==> src/rtl/uart_rx_config_loader_pkg.sv <==
// uart_rx_config_loader_pkg
// Shared constants and state types for the configuration-bus UART receiver.
// Holds the bus width, the command codes and the default bit divider. The
// transmitter side uses the same values.
// Optional feature macro: UART_RX_CFG_CHKSUM_EN (XOR checksum byte per frame).
package uart_rx_config_loader_pkg;

    localparam int busWIDTH    = 31;           // bus is busWIDTH+1 bits wide
    localparam int BUS_W       = busWIDTH + 1; // must be a multiple of 8
    localparam int NB          = BUS_W / 8;    // data bytes per frame
    localparam int CLK_DIV_DEF = 87;           // 10 MHz / 115200, rounded

    localparam logic [7:0] CMD_SET = 8'h53;    // 'S': set bus from frame
    localparam logic [7:0] CMD_DEF = 8'h44;    // 'D': restore busDefault

    typedef enum logic [1:0] {
        RX_IDLE,
        RX_START,
        RX_DATA,
        RX_STOP
    } rx_state_e;

    typedef enum logic [1:0] {
        P_WAIT_CMD,
        P_DATA,
        P_CHK
    } parse_state_e;

endpackage

==> src/rtl/uart_rx_only.sv <==
// uart_rx_only
// 8N1 receiver: 2-flop synchroniser plus a bit engine that samples at the bit
// centre. Its port set mirrors uart_tx_only so the two pair up in loopback.
// Ports:
//   clk10mhz  in   system clock
//   nRst      in   synchronous reset, active low
//   uRx       in   asynchronous serial line, idle high
//   rxData8   out  last good byte (valid while rxValid is high)
//   rxValid   out  one-cycle pulse, good stop bit
//   rxErr     out  one-cycle pulse, stop bit sampled low
module uart_rx_only
    import uart_rx_config_loader_pkg::*;
#(
    parameter int CLK_DIV = CLK_DIV_DEF
) (
    input  logic       clk10mhz,
    input  logic       nRst,
    input  logic       uRx,
    output logic [7:0] rxData8,
    output logic       rxValid,
    output logic       rxErr
);

    localparam int CW = $clog2(CLK_DIV + 1);
    localparam logic [CW-1:0] HALF_M1 = CW'(CLK_DIV / 2 - 1);
    localparam logic [CW-1:0] FULL_M1 = CW'(CLK_DIV - 1);

    rx_state_e     st;
    logic          sync1, sync2, rx_prev;
    logic          fall, fall_q;
    logic [CW-1:0] cnt;
    logic [2:0]    bit_idx;
    logic [7:0]    shreg;

    assign fall = rx_prev & ~sync2;

    always_ff @(posedge clk10mhz) begin
        if (!nRst) begin
            sync1   <= 1'b1;
            sync2   <= 1'b1;
            rx_prev <= 1'b1;
            fall_q  <= 1'b0;
            st      <= RX_IDLE;
            cnt     <= '0;
            bit_idx <= '0;
            shreg   <= '0;
            rxData8 <= '0;
            rxValid <= 1'b0;
            rxErr   <= 1'b0;
        end else begin
            sync1   <= uRx;
            sync2   <= sync1;
            rx_prev <= sync2;
            // Remembered for one cycle so an edge landing on the STOP
            // decision cycle is still picked up by IDLE on the next cycle.
            fall_q  <= fall;
            rxValid <= 1'b0;
            rxErr   <= 1'b0;
            case (st)
                RX_IDLE: begin
                    cnt <= '0;
                    if (fall || fall_q) st <= RX_START;
                end
                RX_START: begin
                    if (cnt == HALF_M1) begin
                        cnt     <= '0;
                        bit_idx <= '0;
                        // line back high at mid start bit: glitch, no error
                        st      <= sync2 ? RX_IDLE : RX_DATA;
                    end else begin
                        cnt <= cnt + 1'b1;
                    end
                end
                RX_DATA: begin
                    if (cnt == FULL_M1) begin
                        cnt     <= '0;
                        shreg   <= {sync2, shreg[7:1]};   // LSB first
                        bit_idx <= bit_idx + 3'd1;
                        if (bit_idx == 3'd7) st <= RX_STOP;
                    end else begin
                        cnt <= cnt + 1'b1;
                    end
                end
                RX_STOP: begin
                    if (cnt == FULL_M1) begin
                        cnt <= '0;
                        st  <= RX_IDLE;
                        if (sync2) begin
                            rxData8 <= shreg;
                            rxValid <= 1'b1;
                        end else begin
                            rxErr <= 1'b1;
                        end
                    end else begin
                        cnt <= cnt + 1'b1;
                    end
                end
                default: st <= RX_IDLE;
            endcase
        end
    end

endmodule

==> src/rtl/uart_rx_config_loader.sv <==
// uart_rx_config_loader
// Receives command frames over the UART and drives the live configuration
// bus. Protocol: 'S' + NB data bytes (MSB byte first) sets busNow; 'D'
// restores busDefault. Other bytes outside a frame are ignored.
// Optional macro UART_RX_CFG_CHKSUM_EN: a frame carries one extra byte, the
// XOR of the data bytes; the frame commits only if it matches.
// Ports:
//   clk10mhz    in   system clock
//   nRst        in   synchronous reset, active low
//   uRx         in   asynchronous serial line, idle high
//   busDefault  in   value loaded at reset and by 'D'
//   busNow      out  live configuration value
//   cfgValid    out  one-cycle pulse when busNow is written
//   frameErr    out  one-cycle pulse on stop error, checksum error, timeout
module uart_rx_config_loader
    import uart_rx_config_loader_pkg::*;
#(
    parameter int CLK_DIV = CLK_DIV_DEF,
    parameter int TIMEOUT = 20000
) (
    input  logic              clk10mhz,
    input  logic              nRst,
    input  logic              uRx,
    input  logic [busWIDTH:0] busDefault,
    output logic [busWIDTH:0] busNow,
    output logic              cfgValid,
    output logic              frameErr
);

    localparam int IW = $clog2(NB + 1);
    localparam int TW = $clog2(TIMEOUT + 1);

    logic [7:0]   rx_byte;
    logic         rx_valid, rx_err;

    parse_state_e pst;
    logic [BUS_W-1:0] stage, stage_next;
    logic [IW-1:0] byte_idx;
    logic [TW-1:0] tmo;
`ifdef UART_RX_CFG_CHKSUM_EN
    logic [7:0]   acc;
`endif

    uart_rx_only #(.CLK_DIV(CLK_DIV)) u_rx (
        .clk10mhz (clk10mhz),
        .nRst     (nRst),
        .uRx      (uRx),
        .rxData8  (rx_byte),
        .rxValid  (rx_valid),
        .rxErr    (rx_err)
    );

    // shift written so it also elaborates for a one-byte bus
    assign stage_next = (stage << 8) | BUS_W'(rx_byte);

    always_ff @(posedge clk10mhz) begin
        if (!nRst) begin
            busNow   <= busDefault;
            cfgValid <= 1'b0;
            frameErr <= 1'b0;
            pst      <= P_WAIT_CMD;
            stage    <= '0;
            byte_idx <= '0;
            tmo      <= '0;
`ifdef UART_RX_CFG_CHKSUM_EN
            acc      <= '0;
`endif
        end else begin
            cfgValid <= 1'b0;
            frameErr <= 1'b0;
            // The three branches are exclusive, so cfgValid and frameErr
            // can never be raised together.
            if (rx_err) begin
                frameErr <= 1'b1;
                pst      <= P_WAIT_CMD;
                tmo      <= '0;
            end else if (rx_valid) begin
                tmo <= '0;
                case (pst)
                    P_WAIT_CMD: begin
                        if (rx_byte == CMD_SET) begin
                            stage    <= '0;
                            byte_idx <= '0;
`ifdef UART_RX_CFG_CHKSUM_EN
                            acc      <= '0;
`endif
                            pst      <= P_DATA;
                        end else if (rx_byte == CMD_DEF) begin
                            busNow   <= busDefault;
                            cfgValid <= 1'b1;
                        end
                    end
                    P_DATA: begin
                        stage    <= stage_next;
                        byte_idx <= byte_idx + 1'b1;
`ifdef UART_RX_CFG_CHKSUM_EN
                        acc      <= acc ^ rx_byte;
                        if (byte_idx == IW'(NB - 1)) pst <= P_CHK;
`else
                        if (byte_idx == IW'(NB - 1)) begin
                            busNow   <= stage_next;
                            cfgValid <= 1'b1;
                            pst      <= P_WAIT_CMD;
                        end
`endif
                    end
`ifdef UART_RX_CFG_CHKSUM_EN
                    P_CHK: begin
                        if (rx_byte == acc) begin
                            busNow   <= stage;
                            cfgValid <= 1'b1;
                        end else begin
                            frameErr <= 1'b1;
                        end
                        pst <= P_WAIT_CMD;
                    end
`endif
                    default: pst <= P_WAIT_CMD;
                endcase
            end else if (pst != P_WAIT_CMD) begin
                // inter-byte silence inside a frame: drop the partial frame
                if (tmo == TW'(TIMEOUT - 1)) begin
                    frameErr <= 1'b1;
                    pst      <= P_WAIT_CMD;
                    tmo      <= '0;
                end else begin
                    tmo <= tmo + 1'b1;
                end
            end else begin
                tmo <= '0;
            end
        end
    end

endmodule

==> config.mk <==
export PLATFORM = sky130hd
export DESIGN_NAME = uart_rx_config_loader
export DESIGN_NICKNAME = d
export VERILOG_FILES = /design/src/rtl/uart_rx_config_loader_pkg.sv /design/src/rtl/uart_rx_only.sv /design/src/rtl/uart_rx_config_loader.sv
export SDC_FILE = /design/constraint.sdc
export NUM_CORES = 1
export LEC_CHECK = 0
export CAP_MARGIN = 15
export CORE_MARGIN = 2
export CORE_UTILIZATION = 55
export DETAILED_ROUTE_END_ITERATION = 10
export DONT_BUFFER_PORTS = 1
export MAX_ROUTING_LAYER = met4
export PLACE_DENSITY = 0.72
export RECOVER_POWER = 25
export REMOVE_ABC_BUFFERS = 1
export SYNTH_ARGS = -nofsm -noshare
export SYNTH_HDL_FRONTEND = slang
export SYNTH_SLANG_ARGS = --single-unit
==> constraint.sdc <==
create_clock -name clk10mhz -period 7.36 [get_ports clk10mhz]
set_clock_uncertainty 0.05 [all_clocks]
set_input_delay 1.84 -clock clk10mhz [delete_from_list [all_inputs] [get_ports clk10mhz]]
set_output_delay 1.84 -clock clk10mhz [all_outputs]
set_load 0.01 [all_outputs]
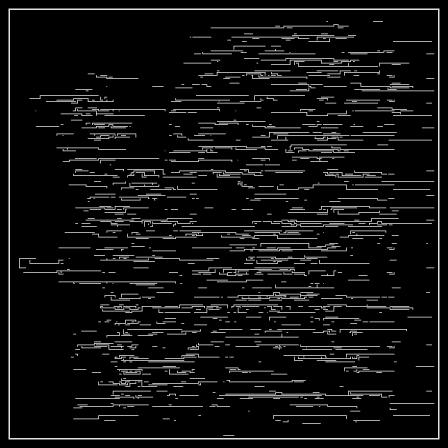
run_1/met1.png
The layer holds 47% of the routed length. The wires run mostly horizontal. The longest straight run is 25.8 um.
detailed-route via count: 2720
Total Wirelength: 7482 um

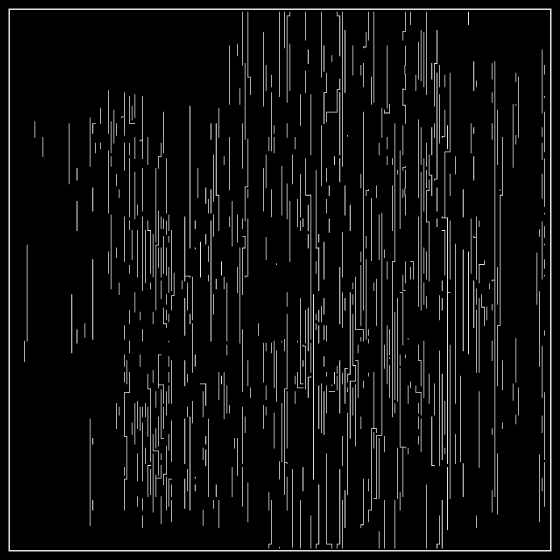
run_1/met2.png
The wires run mostly vertical. The layer holds 48% of the routed length. The longest straight run is 76.2 um. 360 nets have wire on it.
GRT met2 Usage: 0.2833

==> results.ini, run 1 <==
[status]
status = finished, final reports clean

[sta]
tightestPinTransition_ps = 1405
setup_slack_ps = 3755

[synthesis]
yosys-stat-area_um2 = 4508
syn_area_um2 = 4508
ys_sh_xor = 0.03497
mux_share = 0.1243
yosysTopAreaCell = dfxtp_1
synthCells = 388
synthArstFlopShare = 0

[die]
io_pins = 69
rows = 33

[clock_network]
post-cts-setup-buffers = 0
cts_buffer_depth = 2
cts.sink_count = 111

[critical_path]
timing.rr.end = tmo[5]
path_cells = nand2_1, or4_1, nor2_1
crit_end = tmo[5]
cp_max_fo = 34
rr_startpoint = pst[0]
critPathKind = in2reg

[layout]
area.share.combinational = 0.3814
multi_input_comb_cells = 243
seq_share = 0.5374
clk_share = 0.03835
largest_class = flip-flops and latches

[placed_design]
placed_area_um2 = 4547

[min_path]
hold_start = u_rx.sync1

[power_and_ir_drop]
maxPowerGroup = registers

[route]
route.detailed.drc = 0

[job]
tool_warnings = 29

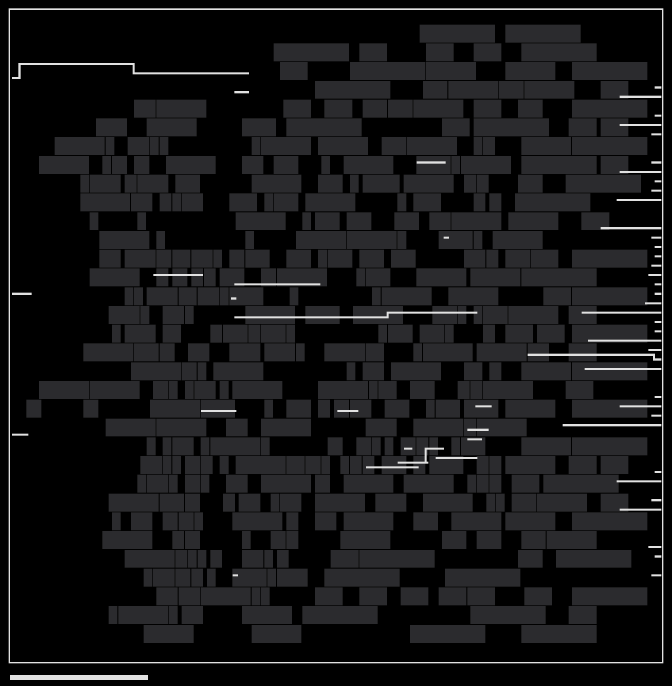
run_1/met3.png
Bar = 20 um. Cells faint in the background.
The wires run mostly horizontal. 48 nets have wire on it. The longest straight run is 22.1 um. The layer holds 3.8% of the routed length. The layer carries 281 um of wire.
grt met3 use: 0.03671

## Run 2: what changed since run 1
- PLACE_DENSITY: 0.72 -> 0.75
- clock period: 7.36 -> 3.27 ns (I/O delays scaled with it)
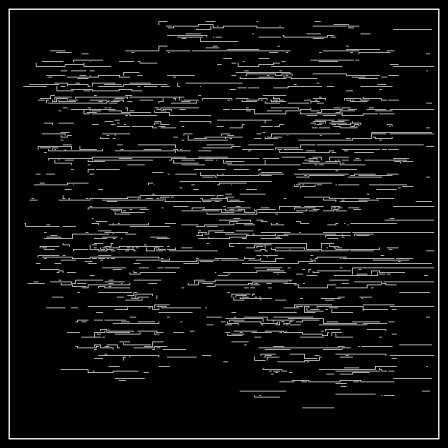
run_2/met1.png
The longest straight run is 27.1 um. The wires run mostly horizontal. The layer carries 3570 um of wire. 399 nets have wire on it.
GRT met1 Usage: 0.2370
detailed-route via count: 2769
Total Wirelength: 7635 um

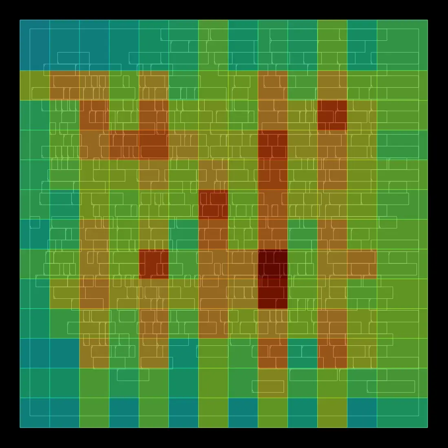
run_2/final_congestion.png
final core utilization: 0.5903
grt met3 use: 0.04389
busiest grt layer: met2
GRT Util Overall: 0.1856

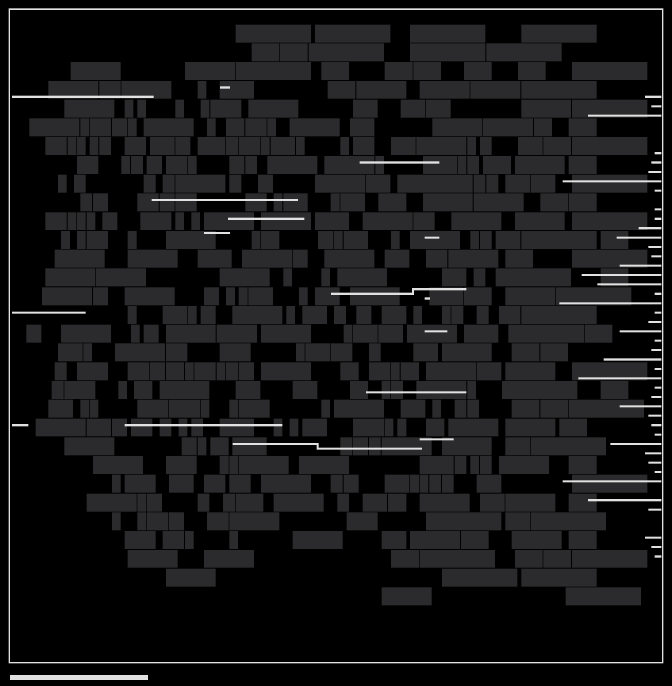
run_2/met3.png
Bar = 20 um. Cells faint in the background.
The layer carries 344 um of wire. The layer holds 4.5% of the routed length. The longest straight run is 22.5 um.

==> run 2 against run 1 <==
Against the previous run:
- utilization increased by 0.57 points
- sequential cell count stayed put
- critical endpoint is now stage[23]
- cell area up 0.98%
- synthesized area unchanged
- hold slack worse by 5.3 ps
- synthesized cell count unchanged
- global-route usage up 0.12 points
- worst setup slack got worse by 2800 ps
- total power grew 140%
- largest cell class unchanged
- clock power grew to 2.6 times the previous value
- register-to-register slack got worse by 3700 ps
==> results.ini, run 2 <==
[status]
status = finished, final reports clean

[placed_design]
placed_area_um2 = 4569

[layout]
seq_share = 0.5322
multi_input_comb_cells = 243
clk_share = 0.04610
largest_class = flip-flops and latches

[clock_network]
cts.sink_count = 111
post-cts-setup-buffers = 0

[critical_path]
timing.rr.end = stage[23]
cp_max_fo = 18
rr_startpoint = u_rx.rxData8[7]
crit_end = stage[23]
critPathKind = reg2reg
path_cells = nor4b_1, a21oi_1, o21a_1, a22o_2

[synthesis]
mux_share = 0.1243
ys_sh_xor = 0.03497
synthArstFlopShare = 0
yosysTopAreaCell = dfxtp_1
yosys-stat-area_um2 = 4508
synthCells = 388

[min_path]
hold_start = u_rx.sync1

[sta]
setup_slack_ps = 934.5
tightestPinTransition_ps = 742.7

[global_routing]
grt_use_met2 = 0.2988

[job]
tool_warnings = 29

[die]
io_pins = 69

## Run 3: what changed since run 2
- clock period: 3.27 -> 2.02 ns (I/O delays scaled with it)
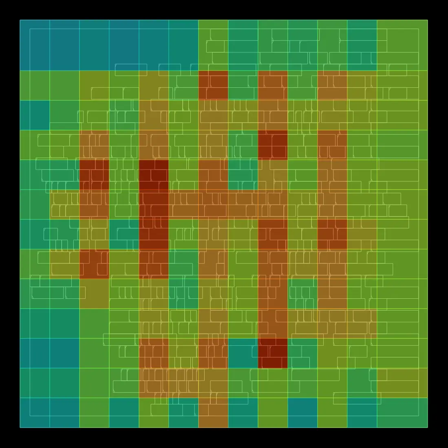
run_3/final_congestion.png
GRT met2 Usage: 0.3173
wire per inst: 15.78 um
GRT met1 Usage: 0.2214

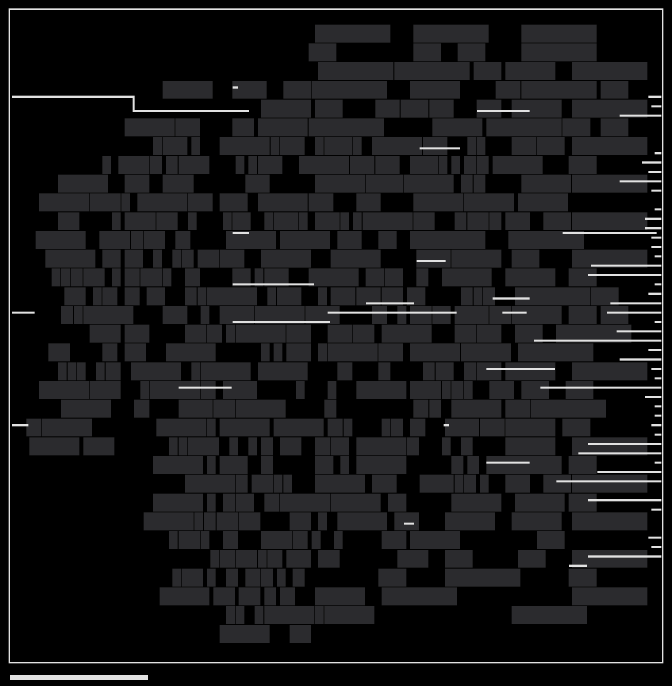
run_3/met3.png
Bar = 20 um. Cells faint in the background.
The layer holds 4.5% of the routed length. The wires run mostly horizontal.
detailed-route via count: 2810
Total Wirelength: 7921 um
grt met3 use: 0.03911

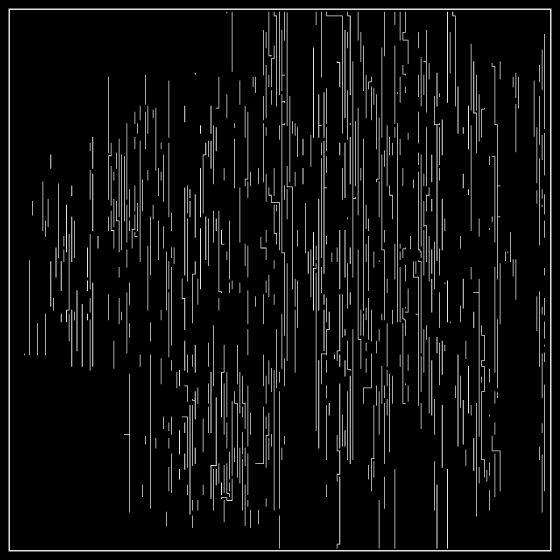
run_3/met2.png
The layer holds 49% of the routed length. The wires run mostly vertical.

==> run 3 against run 2 <==
Against the previous run:
- via count up 1.5%
- largest power group unchanged
- hold slack worse by 190 ps
- cell area up 0.79%
- critical endpoint is now busNow[1]
- clock power up 45%
==> results.ini, run 3 <==
[clock_network]
cts.sink_count = 111
post-cts-setup-buffers = 0
cts_buffer_depth = 2
cts_tree = built

[layout]
fillers = 673
area.share.combinational = 0.3745
multi_input_comb_cells = 243
largest_class = flip-flops and latches
clk_share = 0.03846
seq_share = 0.5281
drive_above_1_share = 0.2091

[global_routing]
grt_usage = 0.1875
busiest_layer = met2

[min_path]
hold_start = nRst

[route]
antenna_left = 0
route.detailed.drc = 0
wl_met1_um = 3617

[placed_design]
placed_area_um2 = 4647

[critical_path]
rr_startpoint = pst[0]
cp_max_fo = 32
critPathKind = reg2reg

[synthesis]
yosysTopAreaCell = dfxtp_1
mux_share = 0.1243
synthArstFlopShare = 0
ys_sh_xor = 0.03497
yosys-stat-area_um2 = 4508
synthCells = 388
syn_area_um2 = 4508

[die]
io_pins = 69
rows = 33

[power_and_ir_drop]
maxPowerGroup = registers
p_seq_frac = 0.630

[status]
status = finished, final reports clean

[job]
tool_warnings = 29

[sta]
setup_slack_ps = 185.5

Power figures rest on the tool's default switching activity, not on a simulated workload.
